<file path="src/rtl/timer_counter.sv">
// timer_counter: memory-mapped countdown timer feeding a CP0 HWInt line.
// Register map on Addr[3:2]: 00 CTRL {IM, Mode[1:0], Enable}, 01 PRESET,
// 10 COUNT (read-only), 11 reserved (reads 0). Mode 01 auto-reloads and
// pulses the interrupt for one cycle; all other modes are one-shot with a
// held interrupt that is cleared by any CTRL write or the next LOAD.
module timer_counter #(
    parameter int unsigned PRESCALE = 1   // clock cycles per count tick, 1..65535
) (
    input  logic        clk,
    input  logic        reset,            // synchronous, active-low
    input  logic [31:0] Addr,
    input  logic        we,
    input  logic [31:0] Din,
    output logic [31:0] Dout,
    output logic        IRQ
);

    typedef enum logic [1:0] {
        IDLE = 2'b00,
        LOAD = 2'b01,
        CNT  = 2'b10,
        INT  = 2'b11
    } state_t;

    localparam logic [1:0]  MODE_AUTO = 2'b01;
    localparam logic [15:0] TICK_LAST = 16'(PRESCALE - 1);

    // Architectural registers
    state_t      r_state;
    logic        r_enable;
    logic [1:0]  r_mode;
    logic        r_im;
    logic [31:0] r_preset;
    logic [31:0] r_count;
    logic [15:0] r_presc;
    logic        r_irq_flag;

    // Decode and FSM control strobes
    state_t      w_state_next;
    logic        w_ctrl_wr;
    logic        w_preset_wr;
    logic        w_tick;
    logic        w_count_last;
    logic        w_load;        // COUNT <= PRESET, prescaler restarts, flag clears
    logic        w_dec;         // tick with COUNT > 1
    logic        w_fire;        // tick with COUNT <= 1
    logic        w_presc_inc;   // non-tick counting cycle
    logic        w_en_clr;      // one-shot completion clears Enable

    // Only Addr[3:2] is decoded; the remaining bits are deliberately ignored.
    logic        w_unused_addr;
    assign w_unused_addr = ^{Addr[31:4], Addr[1:0]};

    assign w_ctrl_wr    = we && (Addr[3:2] == 2'b00);
    assign w_preset_wr  = we && (Addr[3:2] == 2'b01);
    assign w_tick       = (r_presc == TICK_LAST);
    assign w_count_last = (r_count <= 32'd1);

    // State register
    // NOTE: clocked state uses non-blocking (<=) so every register samples
    // pre-edge values; blocking here would create order-dependent races.
    always_ff @(posedge clk) begin
        if (!reset) begin
            r_state <= IDLE;
        end else begin
            r_state <= w_state_next;
        end
    end

    // Next-state logic and datapath control strobes
    // NOTE: every output of this block gets a default first, so no path
    // leaves a signal unassigned and no latch is inferred.
    always_comb begin
        w_state_next = r_state;
        w_load       = 1'b0;
        w_dec        = 1'b0;
        w_fire       = 1'b0;
        w_presc_inc  = 1'b0;
        w_en_clr     = 1'b0;
        case (r_state)
            IDLE: begin
                if (r_enable) begin
                    w_state_next = LOAD;
                end
            end
            LOAD: begin
                w_load       = 1'b1;
                w_state_next = CNT;
            end
            CNT: begin
                if (!r_enable) begin
                    w_state_next = IDLE;
                end else if (!w_tick) begin
                    w_presc_inc = 1'b1;
                end else if (!w_count_last) begin
                    w_dec = 1'b1;
                end else begin
                    w_fire       = 1'b1;
                    w_state_next = INT;
                end
            end
            INT: begin
                if (r_mode == MODE_AUTO) begin
                    w_load       = 1'b1;
                    w_state_next = CNT;
                end else begin
                    w_en_clr     = 1'b1;
                    w_state_next = IDLE;
                end
            end
            default: w_state_next = IDLE;
        endcase
    end

    // CTRL and PRESET registers; a CPU CTRL write beats the one-shot Enable clear
    always_ff @(posedge clk) begin
        if (!reset) begin
            r_enable <= 1'b0;
            r_mode   <= 2'b00;
            r_im     <= 1'b0;
            r_preset <= 32'd0;
        end else begin
            if (w_ctrl_wr) begin
                r_enable <= Din[0];
                r_mode   <= Din[2:1];
                r_im     <= Din[3];
            end else if (w_en_clr) begin
                r_enable <= 1'b0;
            end
            if (w_preset_wr) begin
                r_preset <= Din;
            end
        end
    end

    // COUNT and prescaler; COUNT saturates at 0 because the last tick forces 0
    always_ff @(posedge clk) begin
        if (!reset) begin
            r_count <= 32'd0;
            r_presc <= 16'd0;
        end else begin
            if (w_load) begin
                r_count <= r_preset;
            end else if (w_dec) begin
                r_count <= r_count - 32'd1;
            end else if (w_fire) begin
                r_count <= 32'd0;
            end

            if (w_load || w_dec || w_fire) begin
                r_presc <= 16'd0;
            end else if (w_presc_inc) begin
                r_presc <= r_presc + 16'd1;
            end
        end
    end

    // Interrupt flag; a CTRL write clears it even on the edge that would set it
    always_ff @(posedge clk) begin
        if (!reset) begin
            r_irq_flag <= 1'b0;
        end else if (w_ctrl_wr || w_load) begin
            r_irq_flag <= 1'b0;
        end else if (w_fire) begin
            r_irq_flag <= 1'b1;
        end
    end

    // Read mux, side-effect free
    always_comb begin
        Dout = 32'd0;
        case (Addr[3:2])
            2'b00:   Dout = {28'd0, r_im, r_mode, r_enable};
            2'b01:   Dout = r_preset;
            2'b10:   Dout = r_count;
            default: Dout = 32'd0;
        endcase
    end

    assign IRQ = r_irq_flag & r_im;

endmodule
</file>
<file path="config.mk">
export PLATFORM = sky130hd
export DESIGN_NAME = timer_counter
export DESIGN_NICKNAME = d
export VERILOG_FILES = /design/src/rtl/timer_counter.sv
export SDC_FILE = /design/constraint.sdc
export NUM_CORES = 1
export LEC_CHECK = 0
export CAP_MARGIN = 30
export CORE_MARGIN = 2
export CORE_UTILIZATION = 40
export CTS_BUF_LIST = sky130_fd_sc_hd__clkbuf_8 sky130_fd_sc_hd__clkbuf_16
export DETAILED_ROUTE_END_ITERATION = 8
export MAX_ROUTING_LAYER = met4
export PLACE_DENSITY = 0.66
export SYNTH_ARGS = -nofsm -noshare
export SYNTH_HDL_FRONTEND = slang
export SYNTH_SLANG_ARGS = --single-unit
</file>
<file path="constraint.sdc">
create_clock -name clk -period 3.35 [get_ports clk]
set_input_delay 0.335 -clock clk [delete_from_list [all_inputs] [get_ports clk]]
set_output_delay 0.335 -clock clk [all_outputs]
set_load 0.01 [all_outputs]
</file>
==> images/metal_stack.png <==
Scale: 3 px per um. Two of the layers only.
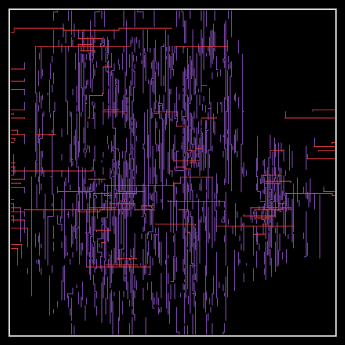
[purple] met2 | wire length: 5500 um
[red] met3 | wire length: 666 um
All-Layer GR Usage: 21.4%
final WL: 11700 um
DR vias: 4219
wire length per cell: 15.6 um

==> images/wire_density.png <==
Scale: 2 px per um. 22 x 22 tiles, from dark purple (low) to yellow (high), scaled to the fullest tile. Values are wire area over tile area, all layers added.
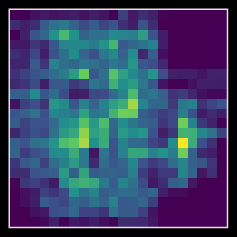
nearly empty tiles: 18%
fullest tile: 0.63
mean over tiles: 0.16
tiles over half the peak: 11%
densest ninth of the die: middle
emptiest ninth of the die: top right

==> images/zoom.png <==
Region (39, 39) to (69, 69) um. Cells in grey, sequential cells in the stronger grey; small squares are vias.
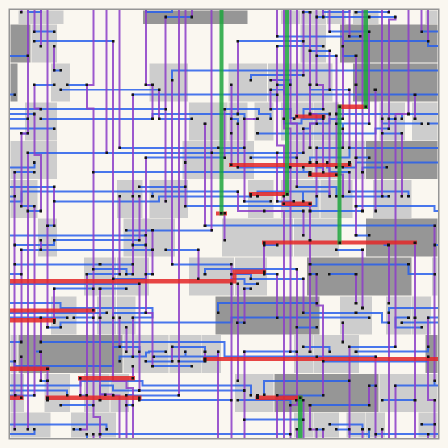
[blue] met1
[red] met3
[purple] met2
[green] met4
most frequent: nand2_1 (8), dfxtp_1 (8), nor2_1 (5)
cells with their middle in the window: 60
sequential cells in the window: 8
netlist names of flops here include: r_count (6)

==> images/gate_families.png <==
Scale: 3 px per um.
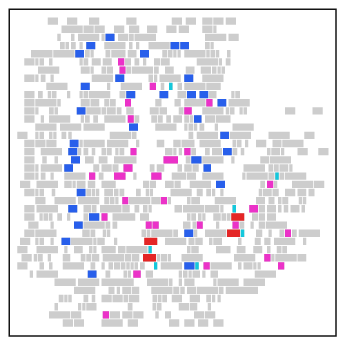
[cyan] inverters | cells: 7
[red] adder and majority cells | cells: 4
[magenta] AND and OR gates | cells: 29
[blue] AND-OR and OR-AND gates | cells: 34
Post-Layout Cell Count: 755
combinational share of cell area: 45.9%
Top cell excl fill/tap: nand2_1

==> images/final_placement.png <==
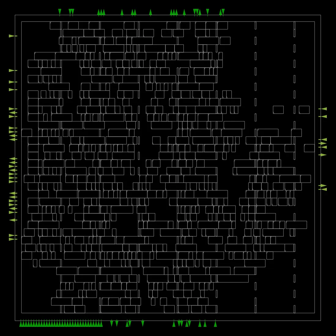
Tap Count: 140
Flop Count: 87
Seq/total area: 32.2%
row cnt: 38
post-layout util: 50.4%

==> flow_metrics.tcl <==
# place-and-route summary
set metrics [dict create \
    p_sw_share_pct 25.4 \
    p_int_mw 1.58 \
    yosys_area_um2 4360 \
    status "finished, final reports clean" \
    cts.path.max_buffers 2 \
    comb_power_share_pct 11.7 \
    edf_count 0 \
    drt-met1-wl_um 5430 \
    diodes 0 \
    worstReg2RegStart "r_count[0]" \
    worstSetupStartpointType "input pin" \
    grt_pass1_wl_um 19400 \
    clk_pin_slew_worst_paths_ps 80 \
    nets 681 \
    yosys_cells 550 \
    routed-wl-met3_um 665 \
    worstHoldEndpoint "r_preset[18]" \
    min_path_type "register to register" \
    cts_buffers 9 \
    ys_async_sr_fraction_pct 0 \
    clk_latency_ps 360 \
    area_delta_synth_final_pct 24.1 \
    cp.required_ps 3010 \
    reg2reg_setup_slack_ps 790 \
    synth_area_um2 4360 \
    yosysTopAreaCellShare_pct 39.9 \
    power.density_nw_per_um2 391 \
    fmax_mhz 373 \
    switching_power_uw 537 \
    cts.htree.levels 3 \
    cts_tree "done" \
    yosysTopAreaCell "dfxtp_1" \
]
## worst max-delay path: stages
cell and delay (ps):
clkdlybuf4s50_1 670, nor2b_2 200, buf_4 330, a22o_1 230, clkdlybuf4s50_1 540
## routing by layer
layer  up-vias  GRT usage [%]
met5         -              -
met4         0           8.15
met3        18           2.83
met2       150           33.3
met1      1968           28.2
li1       2083              -
## cell type report
cell class / count / share of cell area, %
repair buffers: 78 / 14.2
clock buffers: 9 / 2.29
clock inverters: 7 / 1.64
inverters: 7 / 0.486
multi-input cells: 427 / 45.9
flip-flops and latches: 87 / 32.2
well taps: 140 / 3.24
## state kept, by name (all words and copies together), names as in the netlist
name / count
r_count: 32
r_preset: 32
r_presc: 16
r_mode: 2
r_state: 2
r_enable: 1
r_im: 1
r_irq_flag: 1
## placed cells by master, fill, tap and decap left out, types with 4 or more instances in the layout
cell,count
nand2_1,111
dfxtp_1,87
clkdlybuf4s50_1,69
a21oi_1,51
nor2_1,40
a22o_1,27
o21ai_0,26
xnor2_1,21
nor3_1,17
nor4_1,16
nand3_1,12
a22oi_1,9
xor2_1,9
clkbuf_8,9
inv_1,8
mux2i_1,8
nand4_1,8
buf_4,8
or3_1,7
and2_1,6
and3_1,5
or2_2,4
ha_1,4
## cells in the mapped netlist, drive strengths merged, types with 5 or more instances
library cell,n
buf,6
nor4,18
xnor2,21
o21ai,26
xor2,9
and2,6
nand2,111
mux2i,8
nand4,9
inv,7
nor2,41
a21oi,51
a22o,28
or3,8
and3,5
nor3,17
clkbuf,23
nand3,12
a22oi,9
dfxtp,87
## cell families (layout without fill, tap and decap cells)
group | after synthesis | count (layout) | share of synthesized area [%]
and+or+nand+nor | 248 | 248 | 27.7
AOI/OAI and AO/OA | 137 | 137 | 20.2
DFF | 87 | 87 | 39.9
buffers and inverters | 36 | 101 | 3.21
xor gates and xnor gates | 30 | 30 | 6.02
muxes | 8 | 8 | 1.84
adders and majority gates | 4 | 4 | 1.15
## worst max path at each step
stage	end	slack, ps
after CTS	Dout[29]	690
final	Dout[29]	670
after global routing	r_count[13]	540
after floorplan	r_count[25]	1190
after global placement	Dout[31]	700
after detailed placement	Dout[29]	700
## metrics by stage
step           std cells  utilization [%]  hold WS (ps)
2_1_floorplan        550                -           445
3_3_place_gp         739             48.4           462
3_5_place_dp         739             48.4           467
4_1_cts              755             50.4           480
5_1_grt              755             50.4           504
6_report             755             50.4           477
## power by group through the flow
| stage | Combinational [mW] | Sequential, mW | Clock [mW] |
|---|---|---|---|
| 2_1_floorplan | 0.150 | 1.09 | 0 |
| 3_3_place_gp | 0.245 | 1.10 | 0 |
| 3_5_place_dp | 0.247 | 1.10 | 0 |
| 4_1_cts | 0.248 | 1.07 | 0.809 |
| 5_1_grt | 0.273 | 1.08 | 0.850 |
| 6_report | 0.248 | 1.07 | 0.796 |
Power is estimated from default activity; no workload was simulated.
